File: config.mk
export PLATFORM = sky130hd
export DESIGN_NAME = fifo_vc_umbral
export DESIGN_NICKNAME = d
export VERILOG_FILES = /design/src/rtl/fifo_vc_umbral_pkg.sv /design/src/rtl/fifo_mem_dp.sv /design/src/rtl/fifo_vc_umbral.sv
export SDC_FILE = /design/constraint.sdc
export NUM_CORES = 1
export LEC_CHECK = 0
export CAP_MARGIN = 20
export CORE_MARGIN = 1.5
export CORE_UTILIZATION = 50
export CTS_CLUSTER_SIZE = 14
export DETAILED_ROUTE_END_ITERATION = 8
export HOLD_SLACK_MARGIN = 0.08
export PLACE_DENSITY = 0.84
export SKIP_CTS_REPAIR_TIMING = 1
export SLEW_MARGIN = 10
export SYNTH_ARGS = -nofsm -noshare
export SYNTH_HDL_FRONTEND = slang
export SYNTH_HIERARCHICAL = 1
export SYNTH_SLANG_ARGS = --single-unit
File: constraint.sdc
create_clock -name clk -period 2.75 [get_ports clk]
set_input_delay 0.275 -clock clk [delete_from_list [all_inputs] [get_ports clk]]
set_output_delay 0.275 -clock clk [all_outputs]
set_load 0.01 [all_outputs]
File: src/rtl/fifo_vc_umbral_pkg.sv
// Shared definitions for the virtual-channel FIFO and fsmControl: default sizing,
// umbrales_VCFC field positions and threshold decode helpers.
package fifo_vc_umbral_pkg;

  localparam int VC_DATA_W = 6;
  localparam int VC_DEPTH  = 8;
  localparam int VC_PTR_W  = 3;

  localparam int AF_MSB = 7;
  localparam int AF_LSB = 4;
  localparam int AE_MSB = 3;
  localparam int AE_LSB = 0;

  // A zero or out-of-range almost-full threshold means "only when completely full".
  function automatic logic [3:0] af_eff(input logic [3:0] af, input logic [3:0] depth);
    logic [3:0] res;
    if ((af == 4'd0) || (af > depth)) begin
      res = depth;
    end else begin
      res = af;
    end
    return res;
  endfunction

  function automatic logic [3:0] ae_eff(input logic [3:0] ae, input logic [3:0] depth);
    logic [3:0] res;
    if (ae > depth) begin
      res = depth;
    end else begin
      res = ae;
    end
    return res;
  endfunction

endpackage

File: src/rtl/fifo_mem_dp.sv
// Register-array storage for the VC FIFO: one write port, one registered read port.
// Array contents are deliberately not reset; only the read register is.
module fifo_mem_dp #(
  parameter int DATA_W = 6,
  parameter int DEPTH  = 8,
  parameter int PTR_W  = 3
) (
  input  logic              clk,
  input  logic              reset_L,
  input  logic              wr_en,
  input  logic [PTR_W-1:0]  wr_addr,
  input  logic [DATA_W-1:0] wr_data,
  input  logic              rd_en,
  input  logic [PTR_W-1:0]  rd_addr,
  output logic [DATA_W-1:0] rd_data
);

  logic [DATA_W-1:0] mem_r [DEPTH];

  // Storage write; a same-cycle read of this slot still sees the old word.
  always_ff @(posedge clk) begin
    if (wr_en) begin
      mem_r[wr_addr] <= wr_data;
    end
  end

  // Registered read port holds its last word between pops.
  always_ff @(posedge clk or negedge reset_L) begin
    if (!reset_L) begin
      rd_data <= DATA_W'(0);
    end else if (rd_en) begin
      rd_data <= mem_r[rd_addr];
    end
  end

endmodule

File: src/rtl/fifo_vc_umbral.sv
// Virtual-channel data FIFO feeding fsmControl, with programmable almost-full /
// almost-empty flags derived from umbrales_VCFC and a sticky over/underflow flag.
module fifo_vc_umbral
  import fifo_vc_umbral_pkg::*;
#(
  parameter int DATA_W = VC_DATA_W,
  parameter int DEPTH  = VC_DEPTH,
  parameter int PTR_W  = VC_PTR_W
) (
  input  logic              clk,
  input  logic              reset_L,
  input  logic              push,
  input  logic [DATA_W-1:0] data_in,
  input  logic              pop,
  input  logic [7:0]        umbrales_VCFC,
  output logic [DATA_W-1:0] data_out,
  output logic              valid_out,
  output logic              fifo_empty,
  output logic              fifo_full,
  output logic              almost_full,
  output logic              almost_empty,
  output logic              fifo_error,
  output logic [PTR_W:0]    fifo_count
);

  localparam int CNT_W = PTR_W + 1;

  logic [PTR_W-1:0] wr_ptr_r;
  logic [PTR_W-1:0] rd_ptr_r;
  logic [CNT_W-1:0] count_r;
  logic             valid_r;
  logic             error_r;
  logic [7:0]       thr_r;

  logic             empty_s;
  logic             full_s;
  logic             pop_ok_s;
  logic             push_ok_s;
  logic             bad_op_s;
  logic [CNT_W-1:0] count_nxt_s;
  logic [3:0]       af_lvl_s;
  logic [3:0]       ae_lvl_s;

  // Accept decisions from the current registered occupancy.
  always_comb begin
    empty_s   = (count_r == CNT_W'(0));
    full_s    = (count_r == CNT_W'(DEPTH));
    pop_ok_s  = pop & ~empty_s;
    push_ok_s = push & (~full_s | pop_ok_s);
    bad_op_s  = (push & ~push_ok_s) | (pop & empty_s);
  end

  // Occupancy next-state.
  always_comb begin
    count_nxt_s = count_r;
    case ({push_ok_s, pop_ok_s})
      2'b10:   count_nxt_s = count_r + CNT_W'(1);
      2'b01:   count_nxt_s = count_r - CNT_W'(1);
      default: count_nxt_s = count_r;
    endcase
  end

  // Pointers, count, pop strobe, sticky error and threshold capture.
  always_ff @(posedge clk or negedge reset_L) begin
    if (!reset_L) begin
      wr_ptr_r <= PTR_W'(0);
      rd_ptr_r <= PTR_W'(0);
      count_r  <= CNT_W'(0);
      valid_r  <= 1'b0;
      error_r  <= 1'b0;
      thr_r    <= 8'h00;
    end else begin
      if (push_ok_s) begin
        wr_ptr_r <= wr_ptr_r + PTR_W'(1);
      end
      if (pop_ok_s) begin
        rd_ptr_r <= rd_ptr_r + PTR_W'(1);
      end
      count_r <= count_nxt_s;
      valid_r <= pop_ok_s;
      error_r <= error_r | bad_op_s;
      thr_r   <= umbrales_VCFC;
    end
  end

  fifo_mem_dp #(
    .DATA_W (DATA_W),
    .DEPTH  (DEPTH),
    .PTR_W  (PTR_W)
  ) u_mem (
    .clk     (clk),
    .reset_L (reset_L),
    .wr_en   (push_ok_s),
    .wr_addr (wr_ptr_r),
    .wr_data (data_in),
    .rd_en   (pop_ok_s),
    .rd_addr (rd_ptr_r),
    .rd_data (data_out)
  );

  // Flags decode only registered state, so push/pop cannot glitch them.
  always_comb begin
    af_lvl_s     = af_eff(thr_r[AF_MSB:AF_LSB], 4'(DEPTH));
    ae_lvl_s     = ae_eff(thr_r[AE_MSB:AE_LSB], 4'(DEPTH));
    fifo_empty   = empty_s;
    fifo_full    = full_s;
    almost_full  = (5'(count_r) >= {1'b0, af_lvl_s});
    almost_empty = (5'(count_r) <= {1'b0, ae_lvl_s});
  end

  assign valid_out  = valid_r;
  assign fifo_error = error_r;
  assign fifo_count = count_r;

endmodule
### Placement by cell class, run 1

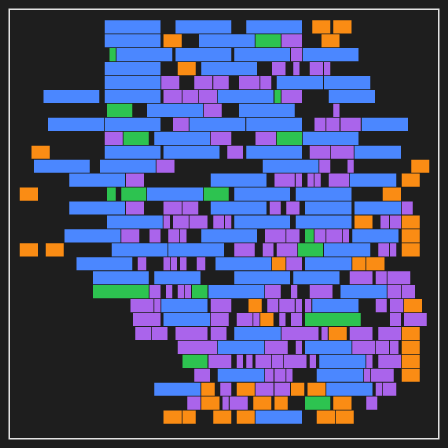
[purple] remaining logic cells | cells: 136
[green] clock drivers and dummy loads | cells: 16
[orange] remaining buffers and delay cells | cells: 41
[blue] sequential cells | cells: 74

### Routing congestion, run 1

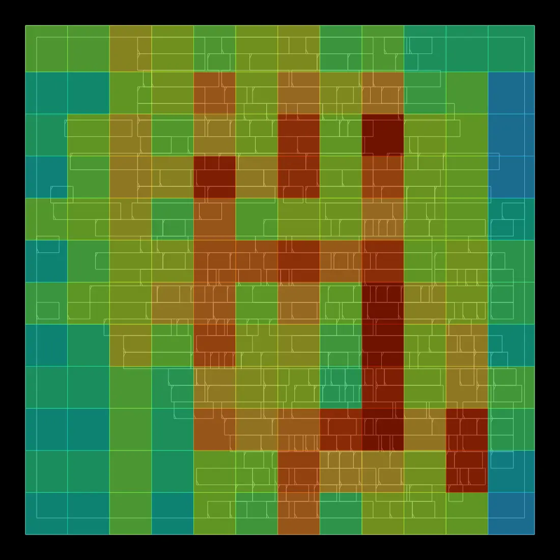
GRT busiest layer: met2
met2 Use GR: 27.6%
met3 Track Usage GR: 5.44%
Total GRT Usage: 18.3%

==> results.yml, run 1 <==
# yosys + openroad results
run_status:
  outcome: "finished clean"
job:
  maxCapViolCount: 0
drt:
  met1_length_um: 2600
  drt_iter0_drc: 137
  vias: 1932
  ant_nets: 0
  met2WireLength_um: 2770
  finalWirelength_um: 5870
  drc_errors: 0
  routedWlPerCell_um: 17.1
  highest_layer: "met4"
  vias_per_cell: 5.62
  drt-pass1-iter-count: 7
grt:
  antenna_found_initial: 0
  grt_pass1_vias: 1976
  grt_use_met1_pct: 23.7
  grt_max_degree: 27
  grt_pass1_wl_um: 9650
  grt.overflow.total: 0
cells_and_area:
  comb_area_mm2: 0.00105
  reg_top3: "u_mem/mem_r x48, thr_r x8, u_mem/rd_data x6"
  top_register: "u_mem/mem_r"
  largest_cell_class: "sequential cells"
  largest_reg_flops: 48
  utilization_pct: 61.2
  nClkBuffers: 10
  final.fill_count: 463
  regArea_mm2: 0.00209
  final_cells: 344
  nNonClkBuffers: 41
  inv_count: 7
  clk_share_pct: 5.44
  nonClkBufAreaFrac_pct: 10.1
  comb_area_share_pct: 27.1
  drive_above_1_share_pct: 15.7
  stdcell_area_mm2: 0.00386
  flops: 74
  comb_cells: 129
  seq_share_pct: 54.2
  layout.nets: 293
  final_cell_mix: "edfxtp_1, clkdlybuf4s50_1, dfrtp_1, nand2_1, mux2i_1"
  layout_top_cell: "edfxtp_1"
final_timing:
  fin_ws_ns: 0.137
  finalSetupViolCount: 0
  min_period_over_period_pct: 95.0
  final.setup_skew_ns: 0.0109
  slew_violations: 0
  hold_viol_final: 0
  worst_pin_slew_ns: 0.954
  rsz0062_at_grt: "no"
  relSlewSlack_pct: 35.9
  fin_hold_ws_ns: 0.288
  tns_ns: 0
  min_period_ns: 2.61
critical_path:
  crit_chain: "buf_4 > ha_1 > nor2b_1 > o21a_1 > o21a_1 > o21ai_0 > clkdlybuf4s50_1"
  path_delay_family: "buffers and inverters"
  slowest_delay_ns: 0.55
  critical_path_buf_inv_count: 2
  crit_start: "fifo_count[1]$_DFFE_PN0P_"
  cp_max_fo: 5
  cp-start-kind: "register"
  path_common_cell: "o21a_1"
  regToRegEndpoint: "fifo_count[3]$_DFFE_PN0P_"
  rr_startpoint: "fifo_count[1]$_DFFE_PN0P_"
  r2r_cells: 10
  r2r_slack_ns: 0.21
  crit_slowest_cell: "clkdlybuf4s50_1"
  critPathRequiredTime_ns: 2.48
  end_kind: "output port"
  cp.depth: 7
  crit_arrival_ns: 2.34
yosys:
  avgSynthCellArea_um2: 14.9
  synth_chip_area_mm2: 0.00324
  synth_flop_count: 74
  syn_area_mm2: 0.00324
  fa_ha_area_share_pct: 5.25
  ys_cells: 217
  synth_cell_types: 40
  top_cells_by_count: "edfxtp_1, dfrtp_1, nand2_1, mux2i_1, mux2_2"
  syn_nets: 248
  edf_count: 48
  synthArstFlopShare_pct: 35.1
  top_area_share_pct: 44.5
  area_leaders: "edfxtp_1, dfrtp_1, ha_1"
  syn_inst: 217
  synth.yosys.warnings: 6
  ys_sh_mux_pct: 9.30
  simple_gate_share_pct: 6.87
  synth_seq_share_pct: 64.5
  logic_family: "multiplexers"
  ys.flop_type: "edfxtp_1"
  xor_share_pct: 1.89
  synth.most_common_cell: "edfxtp_1"
placed_design:
  place_area_mm2: 0.00365
  dp.cells: 328
  hpwl_um: 4130
  dp_slack_ns: 0.220
  io_buffers: 33
  place.gp.congestion: 0.776
die:
  ios: 34
  dieArea_mm2: 0.00698
  n_tap_cell: 77
  die_h_um: 83.5
  die_w_um: 83.5
power_and_ir_drop:
  internal-power_mw: 2.71
  powerClk_mw: 0.896
  p_comb_mw: 1.53
  power.total_mw: 4.00
  power_leader: "registers"
  leakagePower_nw: 1.51
  clkPwrFrac_pct: 22.4
  sequentialPower_mw: 1.58
  irDropWorstVdd_mv: 0.593
  power_frac_seq_pct: 39.4
  comb_power_share_pct: 38.2
  switching_share_pct: 32.3
clocking:
  numCtsBuffers: 9
  numClockSinks: 74
  cts_max_level: 3
  tritoncts: "built"
  path_clk_slew_ns: 0.07
  insertion_delay_ns: 0.35
  cts_root_buf: "clkbuf_8"
  ctsLongestPathBuffers: 2
### Placement density heat map, run 1

8 x 8 tiles, from black (low) to pale yellow (high), 0 to 100% covered.
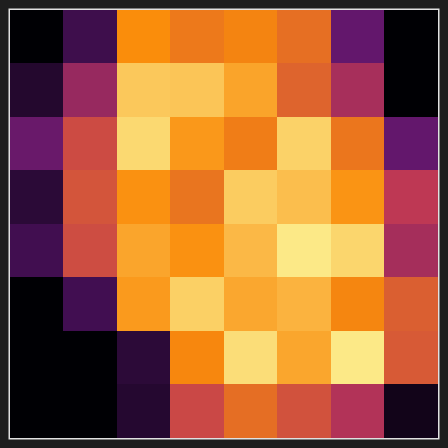
tiles over 75% full: 36%
mean over tiles: 54%
nearly empty tiles: 13%
core box area: 0.00631 mm^2
Initial Util: 51.3%

==> run 2, diff against run 1 <==
Settings changed: CTS_CLUSTER_SIZE 14 to default.
### Sizing map, run 2

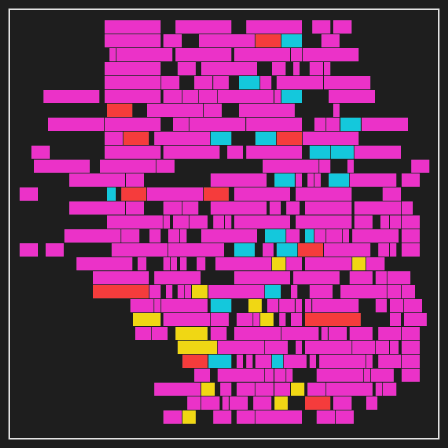
[magenta] x1 and smaller | cells: 225 | most used: edfxtp_1
[red] x6 and larger | cells: 11 | most used: clkbuf_8
[cyan] x2 | cells: 19 | most used: mux2_2
[yellow] x3 and x4 | cells: 12 | most used: buf_4

### Sequential cells colored by netlist name, run 2

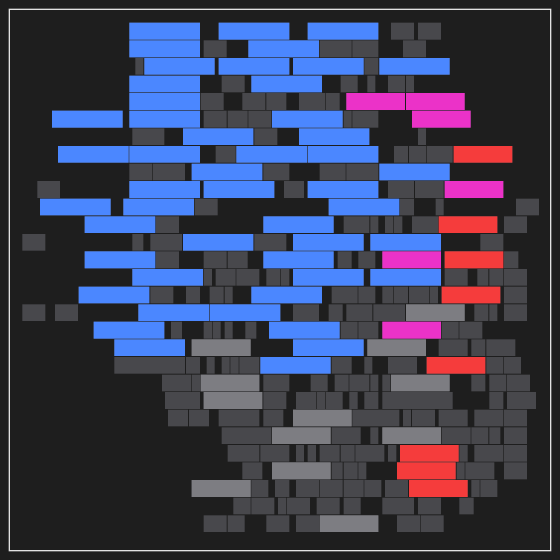
[red] thr_r | placed flops: 8
[blue] u_mem/mem_r | placed flops: 48
[magenta] u_mem/rd_data | placed flops: 6
not colored: 12
flop share of the area: 54.2%
final core occ: 61.2%

### Placement density heat map, run 2

8 x 8 tiles, from black (low) to pale yellow (high), 0 to 100% covered.
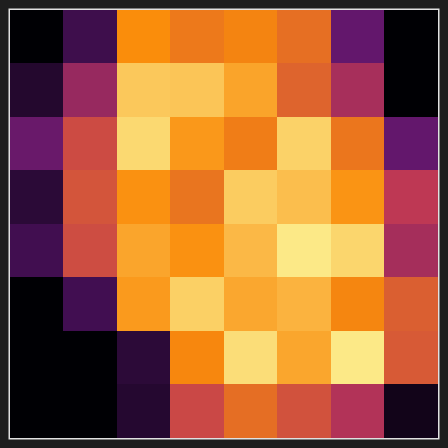
emptiest ninth of the die: lower left
fullest tile: 95%
nearly empty tiles: 13%

==> results.yml, run 2 <==
# yosys + openroad results
run_status:
  outcome: "finished clean"
final_timing:
  min_period_ns: 2.61
  tns_ns: 0
  final.setup_skew_ns: 0.0109
  hold_viol_final: 0
  finalSetupViolCount: 0
  fin_hold_ws_ns: 0.288
  relSlewSlack_pct: 35.9
yosys:
  area_leaders: "edfxtp_1, dfrtp_1, ha_1"
  simple_gate_share_pct: 6.87
  top_area_share_pct: 44.5
  ys.flop_type: "edfxtp_1"
  synth.most_common_cell: "edfxtp_1"
  fa_ha_area_share_pct: 5.25
  logic_family: "multiplexers"
  top_cells_by_count: "edfxtp_1, dfrtp_1, nand2_1, mux2i_1, mux2_2"
power_and_ir_drop:
  clkPwrFrac_pct: 22.4
  power_leader: "registers"
  power_frac_seq_pct: 39.4
  powerClk_mw: 0.896
  irDropWorstVdd_mv: 0.593
  leakagePower_nw: 1.51
critical_path:
  r2r_slack_ns: 0.21
  cp_max_fo: 5
  crit_arrival_ns: 2.34
  critPathRequiredTime_ns: 2.48
  crit_start: "fifo_count[1]$_DFFE_PN0P_"
  path_delay_family: "buffers and inverters"
  r2r_cells: 10
  path_common_cell: "o21a_1"
  critical_path_buf_inv_count: 2
cells_and_area:
  nonClkBufAreaFrac_pct: 10.1
  comb_area_mm2: 0.00105
  top_register: "u_mem/mem_r"
  layout.nets: 293
  reg_top3: "u_mem/mem_r x48, thr_r x8, u_mem/rd_data x6"
  largest_reg_flops: 48
  stdcell_area_mm2: 0.00386
  layout_top_cell: "edfxtp_1"
  nNonClkBuffers: 41
  final_cells: 344
drt:
  ant_nets: 0
  vias: 1932
  met1_length_um: 2600
  vias_per_cell: 5.62
  finalWirelength_um: 5870
  drt_iter0_drc: 137
  routedWlPerCell_um: 17.1
clocking:
  ctsLongestPathBuffers: 2
  path_clk_slew_ns: 0.07
  tritoncts: "built"
  cts_root_buf: "clkbuf_8"
grt:
  grt_pass1_wl_um: 9650
  grt_max_degree: 27
  grt.overflow.total: 0
  grt_use_met1_pct: 23.7
die:
  core_util_floorplan_pct: 51.3
  n_tap_cell: 77
  dieArea_mm2: 0.00698
placed_design:
  place_area_mm2: 0.00365
  place.gp.congestion: 0.776
